## src/rtl/mp_booth_pkg.sv

```systemverilog
// -----------------------------------------------------------------------------
// mp_booth_pkg
// Shared definitions for the queued Booth multiplier (mp_booth_fifo):
//   - state_t        : engine FSM states (S_IDLE, S_RUN, S_DONE)
//   - DEFAULT_WIDTH  : default operand width
//   - DEFAULT_DEPTH  : default entries per FIFO
//   - clog2()        : elaboration-time ceil(log2), used to size the step
//                      counter as clog2(WIDTH+2)
// -----------------------------------------------------------------------------
package mp_booth_pkg;

  localparam int DEFAULT_WIDTH = 16;
  localparam int DEFAULT_DEPTH = 8;

  typedef enum logic [1:0] {
    S_IDLE = 2'd0,
    S_RUN  = 2'd1,
    S_DONE = 2'd2
  } state_t;

  function automatic int clog2(input int value);
    int result;
    result = 0;
    for (int i = 0; i < 31; i++) begin
      if ((1 << i) < value) begin
        result = i + 1;
      end
    end
    return result;
  endfunction

endpackage

```

## src/rtl/booth_sync_fifo.sv

```systemverilog
// -----------------------------------------------------------------------------
// booth_sync_fifo
// Single-clock FIFO with first-word fall-through output and registered
// empty/full flags.
//   clk, rst_n  : clock, asynchronous active-low reset
//   push, din   : write request and data (ignored while full)
//   pop         : read request (ignored while empty)
//   dout        : head entry, forced to 0 while empty
//   empty, full : registered occupancy flags
// DEPTH must be a power of two so the pointers wrap naturally.
// -----------------------------------------------------------------------------
module booth_sync_fifo #(
  parameter int DW    = 32,
  parameter int DEPTH = 8
) (
  input  logic          clk,
  input  logic          rst_n,
  input  logic          push,
  input  logic [DW-1:0] din,
  input  logic          pop,
  output logic [DW-1:0] dout,
  output logic          empty,
  output logic          full
);

  localparam int PW = $clog2(DEPTH);
  localparam int CW = PW + 1;

  logic [DW-1:0] mem_q [DEPTH];
  logic [PW-1:0] wr_ptr_q, wr_ptr_d;
  logic [PW-1:0] rd_ptr_q, rd_ptr_d;
  logic [CW-1:0] count_q, count_d;
  logic          empty_q, empty_d;
  logic          full_q, full_d;
  logic          push_ok;
  logic          pop_ok;

  // Requests are qualified against the registered flags, so a push into a
  // full FIFO is dropped even if a pop happens on the same edge.
  assign push_ok = push && !full_q;
  assign pop_ok  = pop && !empty_q;

  always_comb begin
    wr_ptr_d = wr_ptr_q;
    rd_ptr_d = rd_ptr_q;
    count_d  = count_q;
    if (push_ok) begin
      wr_ptr_d = wr_ptr_q + PW'(1);
    end
    if (pop_ok) begin
      rd_ptr_d = rd_ptr_q + PW'(1);
    end
    case ({push_ok, pop_ok})
      2'b10:   count_d = count_q + CW'(1);
      2'b01:   count_d = count_q - CW'(1);
      default: count_d = count_q;
    endcase
    empty_d = (count_d == CW'(0));
    full_d  = (count_d == CW'(DEPTH));
  end

  always_ff @(posedge clk or negedge rst_n) begin
    if (!rst_n) begin
      wr_ptr_q <= '0;
      rd_ptr_q <= '0;
      count_q  <= '0;
      empty_q  <= 1'b1;
      full_q   <= 1'b0;
    end else begin
      wr_ptr_q <= wr_ptr_d;
      rd_ptr_q <= rd_ptr_d;
      count_q  <= count_d;
      empty_q  <= empty_d;
      full_q   <= full_d;
    end
  end

  // Storage needs no reset; stale words are never visible because the
  // output is masked while empty.
  always_ff @(posedge clk) begin
    if (push_ok) begin
      mem_q[wr_ptr_q] <= din;
    end
  end

  assign dout  = empty_q ? '0 : mem_q[rd_ptr_q];
  assign empty = empty_q;
  assign full  = full_q;

endmodule

```

## src/rtl/mp_booth_fifo.sv

```systemverilog
// -----------------------------------------------------------------------------
// mp_booth_fifo
// Queued radix-2 Booth multiplier. Operand pairs enter an input FIFO, a
// sequential Booth engine computes one exact 2*WIDTH product at a time and
// pushes it into a result FIFO read by the host.
//   clk, reset_n : clock, asynchronous active-low reset
//   wr_en        : push {op_a, op_b[, sign_mode]} into the input FIFO
//   op_a, op_b   : multiplicand, multiplier
//   sign_mode    : 1 = signed, 0 = unsigned (only with MP_BOOTH_UNSIGNED_EN)
//   rd_en        : pop the head of the result FIFO
//   data_output  : result FIFO head (fall-through), 0 while empty
//   e_flag       : result FIFO empty
//   f_flag       : input FIFO full
//   busy         : engine not idle
//   err_flag     : sticky; write while full or read while empty
// Optional feature macro: MP_BOOTH_UNSIGNED_EN (adds sign_mode / unsigned).
// -----------------------------------------------------------------------------
module mp_booth_fifo
  import mp_booth_pkg::*;
#(
  parameter int WIDTH = DEFAULT_WIDTH,
  parameter int DEPTH = DEFAULT_DEPTH
) (
  input  logic               clk,
  input  logic               reset_n,
  input  logic               wr_en,
  input  logic [WIDTH-1:0]   op_a,
  input  logic [WIDTH-1:0]   op_b,
`ifdef MP_BOOTH_UNSIGNED_EN
  input  logic               sign_mode,
`endif
  input  logic               rd_en,
  output logic [2*WIDTH-1:0] data_output,
  output logic               e_flag,
  output logic               f_flag,
  output logic               busy,
  output logic               err_flag
);

`ifdef MP_BOOTH_UNSIGNED_EN
  localparam int EXT = 1;
`else
  localparam int EXT = 0;
`endif
  // acc carries one guard bit (two with unsigned support) so that adding or
  // subtracting the most negative / largest operand cannot overflow.
  localparam int AW = WIDTH + 1 + EXT;
  localparam int QW = WIDTH + EXT;
  localparam int IW = 2 * WIDTH + EXT;
  localparam int PW = 2 * WIDTH;
  localparam int CW = clog2(WIDTH + 2);

  logic [IW-1:0]    in_din, in_dout;
  logic             in_empty, in_full, in_pop;
  logic [PW-1:0]    res_din;
  logic             res_empty, res_full, res_push, res_pop;

  logic [WIDTH-1:0] in_a, in_b;
  logic             in_sign;
  logic [AW-1:0]    m_load;
  logic [QW-1:0]    q_load;
  logic [CW-1:0]    cnt_load;
  logic [AW-1:0]    sum;

  state_t           state_q, state_d;
  logic [AW-1:0]    acc_q, acc_d;
  logic [AW-1:0]    m_q, m_d;
  logic [QW-1:0]    q_q, q_d;
  logic             qm1_q, qm1_d;
  logic [CW-1:0]    cnt_q, cnt_d;
  logic             err_q, err_d;
`ifdef MP_BOOTH_UNSIGNED_EN
  logic             signed_q, signed_d;
`endif

`ifdef MP_BOOTH_UNSIGNED_EN
  assign in_din = {sign_mode, op_a, op_b};
  assign {in_sign, in_a, in_b} = in_dout;
  // Signed operands are sign-extended into the spare bit; unsigned ones are
  // zero-extended so Booth sees them as positive (WIDTH+1)-bit numbers.
  assign q_load   = {in_b[WIDTH-1] & in_sign, in_b};
  assign cnt_load = in_sign ? CW'(WIDTH) : CW'(WIDTH + 1);
`else
  assign in_din = {op_a, op_b};
  assign {in_a, in_b} = in_dout;
  assign in_sign  = 1'b1;
  assign q_load   = in_b;
  assign cnt_load = CW'(WIDTH);
`endif
  assign m_load = {{(AW - WIDTH){in_a[WIDTH-1] & in_sign}}, in_a};

  booth_sync_fifo #(.DW(IW), .DEPTH(DEPTH)) u_in_fifo (
    .clk   (clk),
    .rst_n (reset_n),
    .push  (wr_en),
    .din   (in_din),
    .pop   (in_pop),
    .dout  (in_dout),
    .empty (in_empty),
    .full  (in_full)
  );

  booth_sync_fifo #(.DW(PW), .DEPTH(DEPTH)) u_res_fifo (
    .clk   (clk),
    .rst_n (reset_n),
    .push  (res_push),
    .din   (res_din),
    .pop   (res_pop),
    .dout  (data_output),
    .empty (res_empty),
    .full  (res_full)
  );

  assign res_pop = rd_en && !res_empty;

  // Booth recoding of the current multiplier bit pair.
  always_comb begin
    case ({q_q[0], qm1_q})
      2'b01:   sum = acc_q + m_q;
      2'b10:   sum = acc_q - m_q;
      default: sum = acc_q;
    endcase
  end

  // Product alignment: in signed mode with the widened q register only WIDTH
  // steps run, so one unprocessed multiplier bit remains at q[0].
`ifdef MP_BOOTH_UNSIGNED_EN
  assign res_din = signed_q ? PW'({acc_q, q_q} >> 1) : PW'({acc_q, q_q});
`else
  assign res_din = PW'({acc_q, q_q});
`endif

  always_comb begin
    state_d  = state_q;
    acc_d    = acc_q;
    m_d      = m_q;
    q_d      = q_q;
    qm1_d    = qm1_q;
    cnt_d    = cnt_q;
    in_pop   = 1'b0;
    res_push = 1'b0;
`ifdef MP_BOOTH_UNSIGNED_EN
    signed_d = signed_q;
`endif
    case (state_q)
      S_IDLE: begin
        // Starting only when the result FIFO has room guarantees DONE can
        // always push without stalling.
        if (!in_empty && !res_full) begin
          in_pop  = 1'b1;
          acc_d   = '0;
          m_d     = m_load;
          q_d     = q_load;
          qm1_d   = 1'b0;
          cnt_d   = cnt_load;
`ifdef MP_BOOTH_UNSIGNED_EN
          signed_d = in_sign;
`endif
          state_d = S_RUN;
        end
      end
      S_RUN: begin
        acc_d = {sum[AW-1], sum[AW-1:1]};
        q_d   = {sum[0], q_q[QW-1:1]};
        qm1_d = q_q[0];
        cnt_d = cnt_q - CW'(1);
        if (cnt_q == CW'(1)) begin
          state_d = S_DONE;
        end
      end
      S_DONE: begin
        res_push = 1'b1;
        state_d  = S_IDLE;
      end
      default: state_d = S_IDLE;
    endcase
  end

  assign err_d = err_q | (wr_en & in_full) | (rd_en & res_empty);

  always_ff @(posedge clk or negedge reset_n) begin
    if (!reset_n) begin
      state_q  <= S_IDLE;
      acc_q    <= '0;
      m_q      <= '0;
      q_q      <= '0;
      qm1_q    <= 1'b0;
      cnt_q    <= '0;
      err_q    <= 1'b0;
`ifdef MP_BOOTH_UNSIGNED_EN
      signed_q <= 1'b1;
`endif
    end else begin
      state_q  <= state_d;
      acc_q    <= acc_d;
      m_q      <= m_d;
      q_q      <= q_d;
      qm1_q    <= qm1_d;
      cnt_q    <= cnt_d;
      err_q    <= err_d;
`ifdef MP_BOOTH_UNSIGNED_EN
      signed_q <= signed_d;
`endif
    end
  end

  assign e_flag   = res_empty;
  assign f_flag   = in_full;
  assign busy     = (state_q != S_IDLE);
  assign err_flag = err_q;

endmodule

```

## config.mk

```make
export PLATFORM = sky130hd
export DESIGN_NAME = mp_booth_fifo
export DESIGN_NICKNAME = d
export VERILOG_FILES = /design/src/rtl/mp_booth_pkg.sv /design/src/rtl/booth_sync_fifo.sv /design/src/rtl/mp_booth_fifo.sv
export SDC_FILE = /design/constraint.sdc
export NUM_CORES = 1
export LEC_CHECK = 0
export ABC_AREA = 1
export CORE_ASPECT_RATIO = 1.25
export CORE_UTILIZATION = 60
export DETAILED_ROUTE_END_ITERATION = 10
export HOLD_SLACK_MARGIN = 0.12
export PLACE_DENSITY_LB_ADDON = 0.25
export SLEW_MARGIN = 10
export SYNTH_ARGS = -nofsm -noshare
export SYNTH_HDL_FRONTEND = slang
export SYNTH_SLANG_ARGS = --single-unit
```

## constraint.sdc

```tcl
create_clock -name clk -period 3.4 [get_ports clk]
set_clock_uncertainty 0.1 [all_clocks]
set_input_delay 0.85 -clock clk [delete_from_list [all_inputs] [get_ports clk]]
set_output_delay 0.85 -clock clk [all_outputs]
set_load 0.01 [all_outputs]
```

==> results.txt, run 1 <==
run results: hold buffer count at cts 0, gr ovfl total 0, number of buffers between clock root and the deepest sink 3, count of pins over their slew limit 0, core utilization at floorplan around three fifths, area fraction in compound gates 11.35%, setup repair after global routing missed its margin true, Setup crit end data_output[3], Nets at Floorplan 2127, level count of the clock H-tree 2, minimum setup slack in the final design -0.1118 ns, detailed placer's ending HPWL approximately 30 mm, violations in the final reports negative setup slack, fraction of power consumed by sequential logic a little under two fifths, delay-heaviest family, CP buffers and inverters, result of the run complete, but fails checks, top area contributor share between 60% and 70%, critical path startpoint u_res_fifo.rd_ptr_q[0], TritonCTS buffer count approximately 53, total of endpoints with negative setup slack in the final report 1, commonest cells in the netlist 512 x edfxtp_1, 467 x nor2_1, 230 x o21ai_0, 167 x nand2_1, 109 x inv_1, PD cells around 970 nW/um^2, tally of buffers added on design ports between 70 and 80, yosys adder share roughly 1.8%, worst vdd ir between 0.6 and 0.7 mV
run 1: power by group through the flow:
| stage | clock (mW) | combinational [mW] | sequential, mW |
|---|---|---|---|
| 2_1_floorplan | 0 | 7.57 | 9.97 |
| 3_3_place_gp | 0 | 10.1 | 10.4 |
| 3_5_place_dp | 0 | 10.5 | 10.4 |
| 4_1_cts | 6.39 | 10.8 | 10.3 |
| 5_1_grt | 6.69 | 12.3 | 10.4 |
| 6_report | 6.32 | 11.1 | 10.3 |
run 1: state kept, by name, summed over array words and instances (netlist names), 2 cells and up:
name	cells
u_in_fifo.mem_q	256
u_res_fifo.mem_q	256
acc_q	16
m_q	16
q_q	16
cnt_q	5
u_in_fifo.count_q	4
u_res_fifo.count_q	4
u_in_fifo.rd_ptr_q	3
u_in_fifo.wr_ptr_q	3
u_res_fifo.rd_ptr_q	3
u_res_fifo.wr_ptr_q	3
state_q	2
run 1: placed cells by master, fill, tap and decap left out, types with 37 or more instances in the layout:
cell type / count
a21oi_1: 40
clkbuf_16: 57
clkdlybuf4s50_1: 39
dfrtp_1: 75
edfxtp_1: 512
inv_1: 109
nand2_1: 167
nand3_1: 54
nor2_1: 450
o211ai_1: 37
o21ai_0: 228
o221ai_1: 40
o32ai_1: 56
run 1: layout make-up:
cell class                 instances  area (um^2)
antenna                            1        2.502
fill                            2730        11890
sequential                       593        17420
clock inverter                    40        486.7
clock buffer                      60         1374
inverter                         115        447.9
tap                              546        683.2
multi-input combinational       1236         6536
timing repair buffer             130         1590
run 1: layer usage:
metal  vias to the layer above  part of all wire (%)  GRT usage [%]
met3                       121                   6.1          3.594
li1                       7514                     -              -
met4                         2                   2.8          10.68
met2                       595                    52          46.50
met1                      7990                    39          32.18
met5                         -                 0.024              0
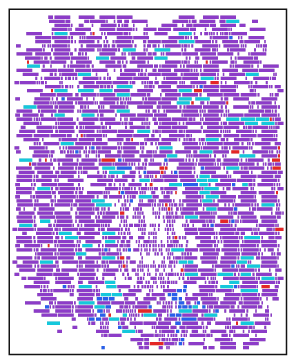
(run_1/drive_strength.png)
Drawn at 1.5 px/um.
size	color	cells	share
drive 6 and up	cyan	99	4.6%
drive 1 or less	purple	1977	91%
drive 2	red	42	1.9%
drive 3 to 4	blue	56	2.6%

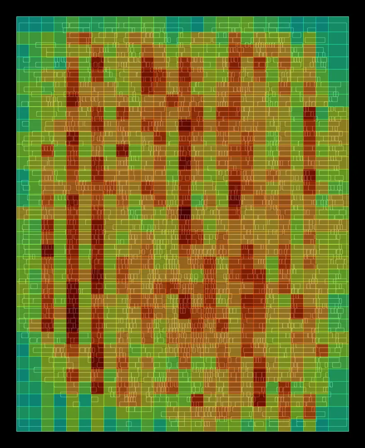
(run_1/final_congestion.png)
detail-routed net length per standard cell: 20.21 um
met2 track demand over resource: 46.50%
post-layout utilization of the core: 70.60%
global routing usage on met3: 3.594%
layer carrying the most global-route usage: met2

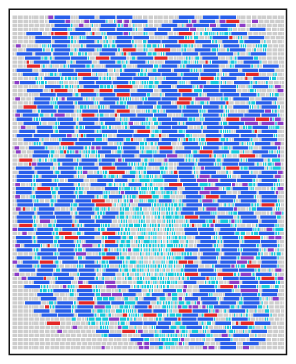
(run_1/cell_classes.png)
Drawn at 1.5 px/um. Fill, decap, tap and diode cells in gray.
class	color	cells	share of their area
all other logic	cyan	1351	25%
flops	blue	593	63%
other buffers and delay cells	purple	130	5.7%
clock drivers and dummy loads	red	100	6.7%

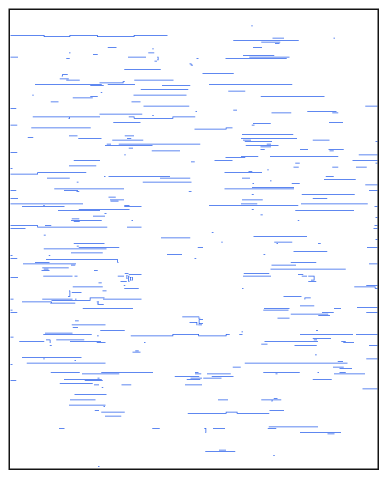
(run_1/met3.png)
Drawn at 2 px/um.
longest straight run	51.1 um
main direction	horizontal
nets with wire on the layer	183
wire length on this layer	3360 um

==> run_1/gate_families.png <==
Drawn at 1.5 px/um.
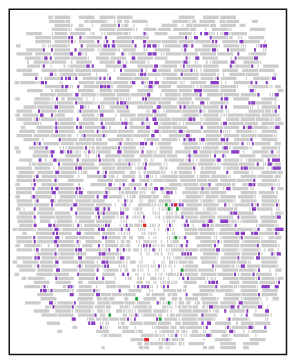

==> run 2, diff against run 1 <==
CTS_CLUSTER_DIAMETER = 30   (was default)
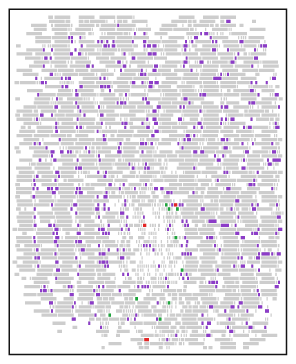
(run_2/gate_families.png)
Drawn at 1.5 px/um.
family	color	cells	most used
AND-OR and OR-AND gates	red	3	a21o_1
AND and OR gates	green	9	or2_2
inverting AOI/OAI gates	purple	455	o21ai_0

==> run 2 against run 1 <==
Effect of this change:
- the run now ends clean
- final cell count is 1.7% higher
- synthesized cell count unchanged
- flip-flop count unchanged
- fmax rose by 4.1%
- register-to-register slack improved by 0.02 ns
- critical path depth unchanged
- via count is 1.5% higher
- combinational power about the same
- synthesized area unchanged
- non-clock buffer count down 7
- routed wire length is 1.1% higher
- clock power grew 34%
- critical path type unchanged
- largest power group unchanged
==> results.txt, run 2 <==
run results: most instantiated logic cell after routing edfxtp_1, total of warnings raised by yosys 0, ANT nets after route 0, PD cells 1010 nW/um^2 (+4.2%), post-layout min period 3.374 ns, wire length on met1 21.40 mm (-0.50%), detail-routed net length per standard cell 20.10 um (-0.56%), top area contributor share 62.04% (unchanged), minimum setup slack in the final design 0.02597 ns (+0.1378 ns), gr ovfl total 0 (unchanged), largest registers u_in_fifo.mem_q: 256 flops, u_res_fifo.mem_q: 256 flops, post-layout utilization of the core 72.38% (+1.8 points), core utilization at floorplan 61.31% (unchanged), number of placement rows about 82, slack of the worst reg-to-reg path between 0.3 and 0.4 ns, most frequently placed logic cells in the final layout 512 x edfxtp_1, 448 x nor2_1, 229 x o21ai_0, 167 x nand2_1, 109 x inv_1, TritonCTS buffer count 81 (+53%), commonest cells in the netlist 512 x edfxtp_1, 467 x nor2_1, 230 x o21ai_0, 167 x nand2_1, 109 x inv_1, critical path, cell by cell clkinv_8 -> buf_16 -> nor2_1 -> o32ai_1 -> o21ai_0 -> nor2_1 -> dlygate4sd2_1, Flop area 17420 um^2 (unchanged), via count of the first global-routing pass 16470, highest metal layer with signal wires met5, Syn-to-layout area delta 18.06%, Nets at Floorplan 2127 (unchanged), worst vdd ir 0.5913 mV (-3.5%), fraction of power consumed by sequential logic 34.8% (-2.3 points), number of buffers between clock root and the deepest sink 3 (unchanged), largest stage delay on the critical path 0.55 ns, tally of buffers added on design ports 71 (unchanged), detailed placer's ending HPWL 30.34 mm (unchanged), length of routed met3 wiring 3.825 mm (+14%), crit path DAT about 2.4 ns, Placed Area 26260 um^2, worst slew margin relative to its limit between 30% and 40%, setup repair after global routing missed its margin true, fillers 2637 (-3.4%), count of pins over their slew limit 0 (unchanged), total of endpoints with negative setup slack in the final report 0 (-1), hold buffer count at cts 0 (unchanged), amount of wire on met2 after detailed routing 28.87 mm (+0.95%), hold crit path type in2async, delay-heaviest family, CP buffers and inverters, dominant synthesized flop cell edfxtp_1, level count of the clock H-tree 3 (+1), combinational cell area excluding buffers and inverters 6519 um^2 (-0.27%), gpl congestion 0.9210, result of the run finished, final reports clean, chip area 42130 um^2
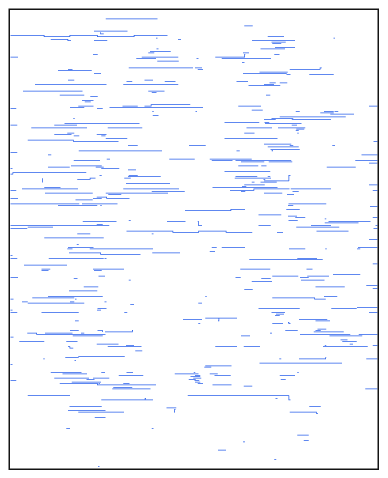
(run_2/met3.png)
Drawn at 2 px/um.
main direction	horizontal
wire length on this layer	3830 um
share of all routed wire	6.9%
global routing usage on met3: 4.087%
final WL: 55.59 mm
vias: 16460

==> run 2: cell type report <==
cell class / count / share of cell area, %
antenna: 1 / 0.008552
clock buffer: 92 / 7.244
timing repair buffer: 123 / 4.811
tap: 546 / 2.335
clock inverter: 60 / 2.271
inverter: 115 / 1.531
sequential: 593 / 59.52
multi-input combinational: 1236 / 22.28
==> run 2: kinds of logic (layout without fill, tap and decap cells) <==
logic type,Yosys count,count (layout),share of synthesized area (%)
simple gates,712,712,11.36
flops,593,593,70.22
compound gates,458,458,11.35
buf+inv,229,390,4.140
fa+ha+maj,33,33,1.757
xor+xnor,32,32,1.131
mux,1,1,0.04039
other cells,0,1,0
==> run 2: worst paths after layout <==
| kind | startpoint | to | cells after the start |
|---|---|---|---|
| worst max-delay path | u_res_fifo.rd_ptr_q[0] | data_output[0] | 7 |
| worst min-delay path | reset_n | u_in_fifo.wr_ptr_q[2] | 1 |
| worst max register to register | q_q[0] | acc_q[13] | 18 |
| worst min register to register | err_flag | err_flag | 1 |
| max in group asynchronous | reset_n | q_q[5] | 2 |
| min in group clk | err_flag | err_flag | 1 |
==> run 2: what timing repair did <==
action / in CTS / in global routing
pin swaps: 3 / 3
setup buffers: 2 / 1
endpoints found under the setup margin: 32 / 13
gates cloned: 0 / 4
resized: 37 / 21
==> run 2: power groups by stage <==
stage / Sequential (mW) / Clock (mW) / Combinational [mW]
2_1_floorplan: 9.97 / 0 / 7.57
3_3_place_gp: 10.4 / 0 / 10.1
3_5_place_dp: 10.4 / 0 / 10.5
4_1_cts: 10.3 / 8.55 / 10.5
5_1_grt: 10.4 / 8.87 / 12.0
6_report: 10.3 / 8.47 / 10.8
==> run 2: routing by layer <==
metal  track usage [%]  up-vias
met5                 0        -
met4             12.11        4
met3             4.087      119
met2             46.28      701
met1             32.48     8034
li1                  -     7603
==> run_2/cell_classes.png <==
Drawn at 1.5 px/um. Fill, decap, tap and diode cells in gray.
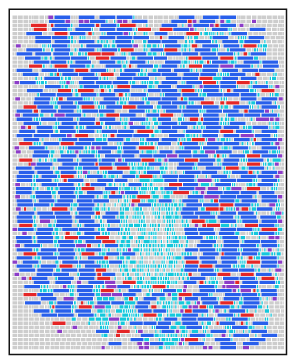

==> run 3, diff against run 2 <==
CORE_UTILIZATION = 57   (was 60)
DONT_BUFFER_PORTS = 1   (was default)
SETUP_SLACK_MARGIN = 0.5   (was default)
clock period = 2.7 ns   (was 3.4 ns; I/O delays follow)
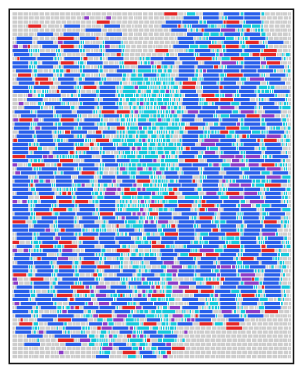
(run_3/cell_classes.png)
Drawn at 1.5 px/um. Fill, decap, tap and diode cells in gray.
class	color	cells	share of their area
other buffers and delay cells	purple	156	6.9%
clock drivers and dummy loads	red	158	9.7%
all other logic	cyan	1352	27%
flops	blue	593	56%

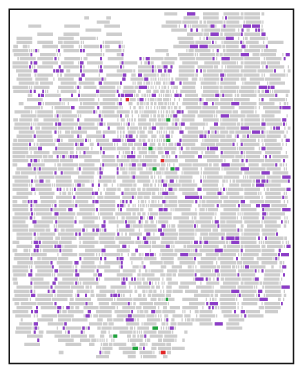
(run_3/gate_families.png)
Drawn at 1.5 px/um.
family	color	cells	most used
AND-OR and OR-AND gates	red	3	a21o_1
AND and OR gates	green	9	or2_4
inverting AOI/OAI gates	purple	455	o21ai_0
logic share of the area: 24.80%
most instantiated logic cell after routing: edfxtp_1
number of non-filler instances in the completed layout: 2824

==> run 3 against run 2 <==
Effect of this change:
- the run now ends with negative hold slack, negative setup slack left
- core utilization grew 1.1 points
- flip-flop count is the same
- clock power grew 36%
- largest cell class unchanged
- highest routed layer is now met4
==> results.txt, run 3 <==
run results: result of the run complete, but fails checks, commonest cells in the netlist 512 x edfxtp_1, 467 x nor2_1, 230 x o21ai_0, 167 x nand2_1, 109 x inv_1, post-synthesis mux area share 0.04039% (unchanged), hold crit path type in2async, crit path DAT 2.35 ns (-0.07 ns), setup repair after global routing missed its margin true, minimum setup slack in the final design -0.4213 ns (-0.4473 ns), chip area 44320 um^2 (+5.2%), post-layout min period around 3.1 ns, violations in the final reports negative hold slack, negative setup slack, slack of the worst reg-to-reg path 0.03 ns (-0.31 ns), dominant synthesized flop cell edfxtp_1, largest registers u_in_fifo.mem_q: 256 flops, u_res_fifo.mem_q: 256 flops, Final Hold Violating Endpoints between 80 and 90, number of buffers between clock root and the deepest sink 3 (unchanged), Placed Area 26000 um^2 (-0.96%), worst slew margin relative to its limit 57.08% (+21 points), critical path, cell by cell buf_12 -> buf_16 -> o21ai_0 -> o32ai_1 -> o21ai_0 -> nor2_2, gr ovfl total 0 (unchanged), critical path startpoint u_res_fifo.rd_ptr_q[0], area fraction in xor and xnor cells 1.131% (unchanged), number of cells on the worst reg-to-reg path 17 (-1), worst vdd ir 0.7742 mV (+31%), delay-heaviest family, CP AND-OR/OR-AND gates, total of endpoints with negative setup slack in the final report 32 (+32), ANT nets after route 0 (unchanged), detail-routed net length per standard cell 23.09 um (+15%), total of warnings raised by yosys 0 (unchanged), area fraction in compound gates 11.35% (unchanged), Syn-to-layout area delta 27.37%, overall power about 44 mW, number of antenna repair diodes 0 (-1), top area contributor share 62.04% (unchanged), Nets at Floorplan 2127 (unchanged), TritonCTS buffer count 86 (+6.2%), via count of the first global-routing pass 17600 (+6.9%), count of pins over their slew limit 0 (unchanged), Final Hold Slack -0.3277 ns, gpl congestion 0.9180 (-0.33%), reg2reg start m_q[0], simple-gate area share of the yosys netlist 11.36% (unchanged), most frequently placed logic cells in the final layout 512 x edfxtp_1, 377 x nor2_1, 179 x o21ai_0, 121 x nand2_1, 92 x clkbuf_16, tally of buffers added on design ports 0 (-100%), largest stage delay on the critical path 0.57 ns (+0.02 ns), Top non-seq family simple AND/OR/NAND/NOR gates, PD cells 1387 nW/um^2 (+37%), endpoint of the most critical register-to-register path acc_q[15], fillers 2556 (-3.1%)
[run 3: repair_timing]
| item | in CTS | in global routing |
|---|---|---|
| gates resized | 228 | 132 |
| gates cloned | 16 | 4 |
| setup endpoints to repair | 63 | 77 |
| pin swaps | 98 | 81 |
| endpoints found under the hold margin | 338 | 81 |
| buffers inserted | 31 | 22 |
[run 3: worst max-delay path by stage]
stage | to | slack (ns) | cells after the start
floorplan | u_res_fifo.mem_q[1][0] | 0.008 | 3
global placement | acc_q[15] | 0.05 | 18
detailed placement | acc_q[15] | 0.003 | 18
CTS | data_output[27] | -0.28 | 7
global route | data_output[3] | -0.40 | 7
finish | data_output[3] | -0.42 | 6
[run 3: routing by layer]
| metal | routed length (um) | GRT usage, % | up-vias |
|---|---|---|---|
| met3 | 4941 | 4.741 | 223 |
| met1 | 23060 | 33.84 | 8532 |
| met4 | 3287 | 16.81 | 0 |
| li1 | - | - | 7682 |
| met2 | 33920 | 50.37 | 909 |
| met5 | 0 | 0 | - |
[run 3: cell type report]
type | count | area [um^2] | area share, %
well taps | 565 | 706.9 | 2.239
repair inverters | 1 | 16.27 | 0.05153
clock inverters | 65 | 759.5 | 2.406
repair buffers | 156 | 2136 | 6.766
inverters | 115 | 460.4 | 1.459
clock buffers | 93 | 2241 | 7.099
multi-input cells | 1236 | 7829 | 24.80
flip-flops and latches | 593 | 17420 | 55.18
[run 3: logic make-up after synthesis]
family / count (synthesis)
AND/OR/NAND/NOR: 712
AND-OR/OR-AND: 458
XOR/XNOR: 32
adder cells (fa/ha/maj): 33
multiplexers: 1
flip-flops: 593
buffers and inverters: 229
[run 3: where the power goes]
group | switching [mW] | internal [mW]
registers | 1.27 | 11.7
clock network | 4.36 | 7.11
logic | 11.6 | 7.74
total | 17.2 | 26.6
No activity file was given, so power comes from the tool's default toggle rates.
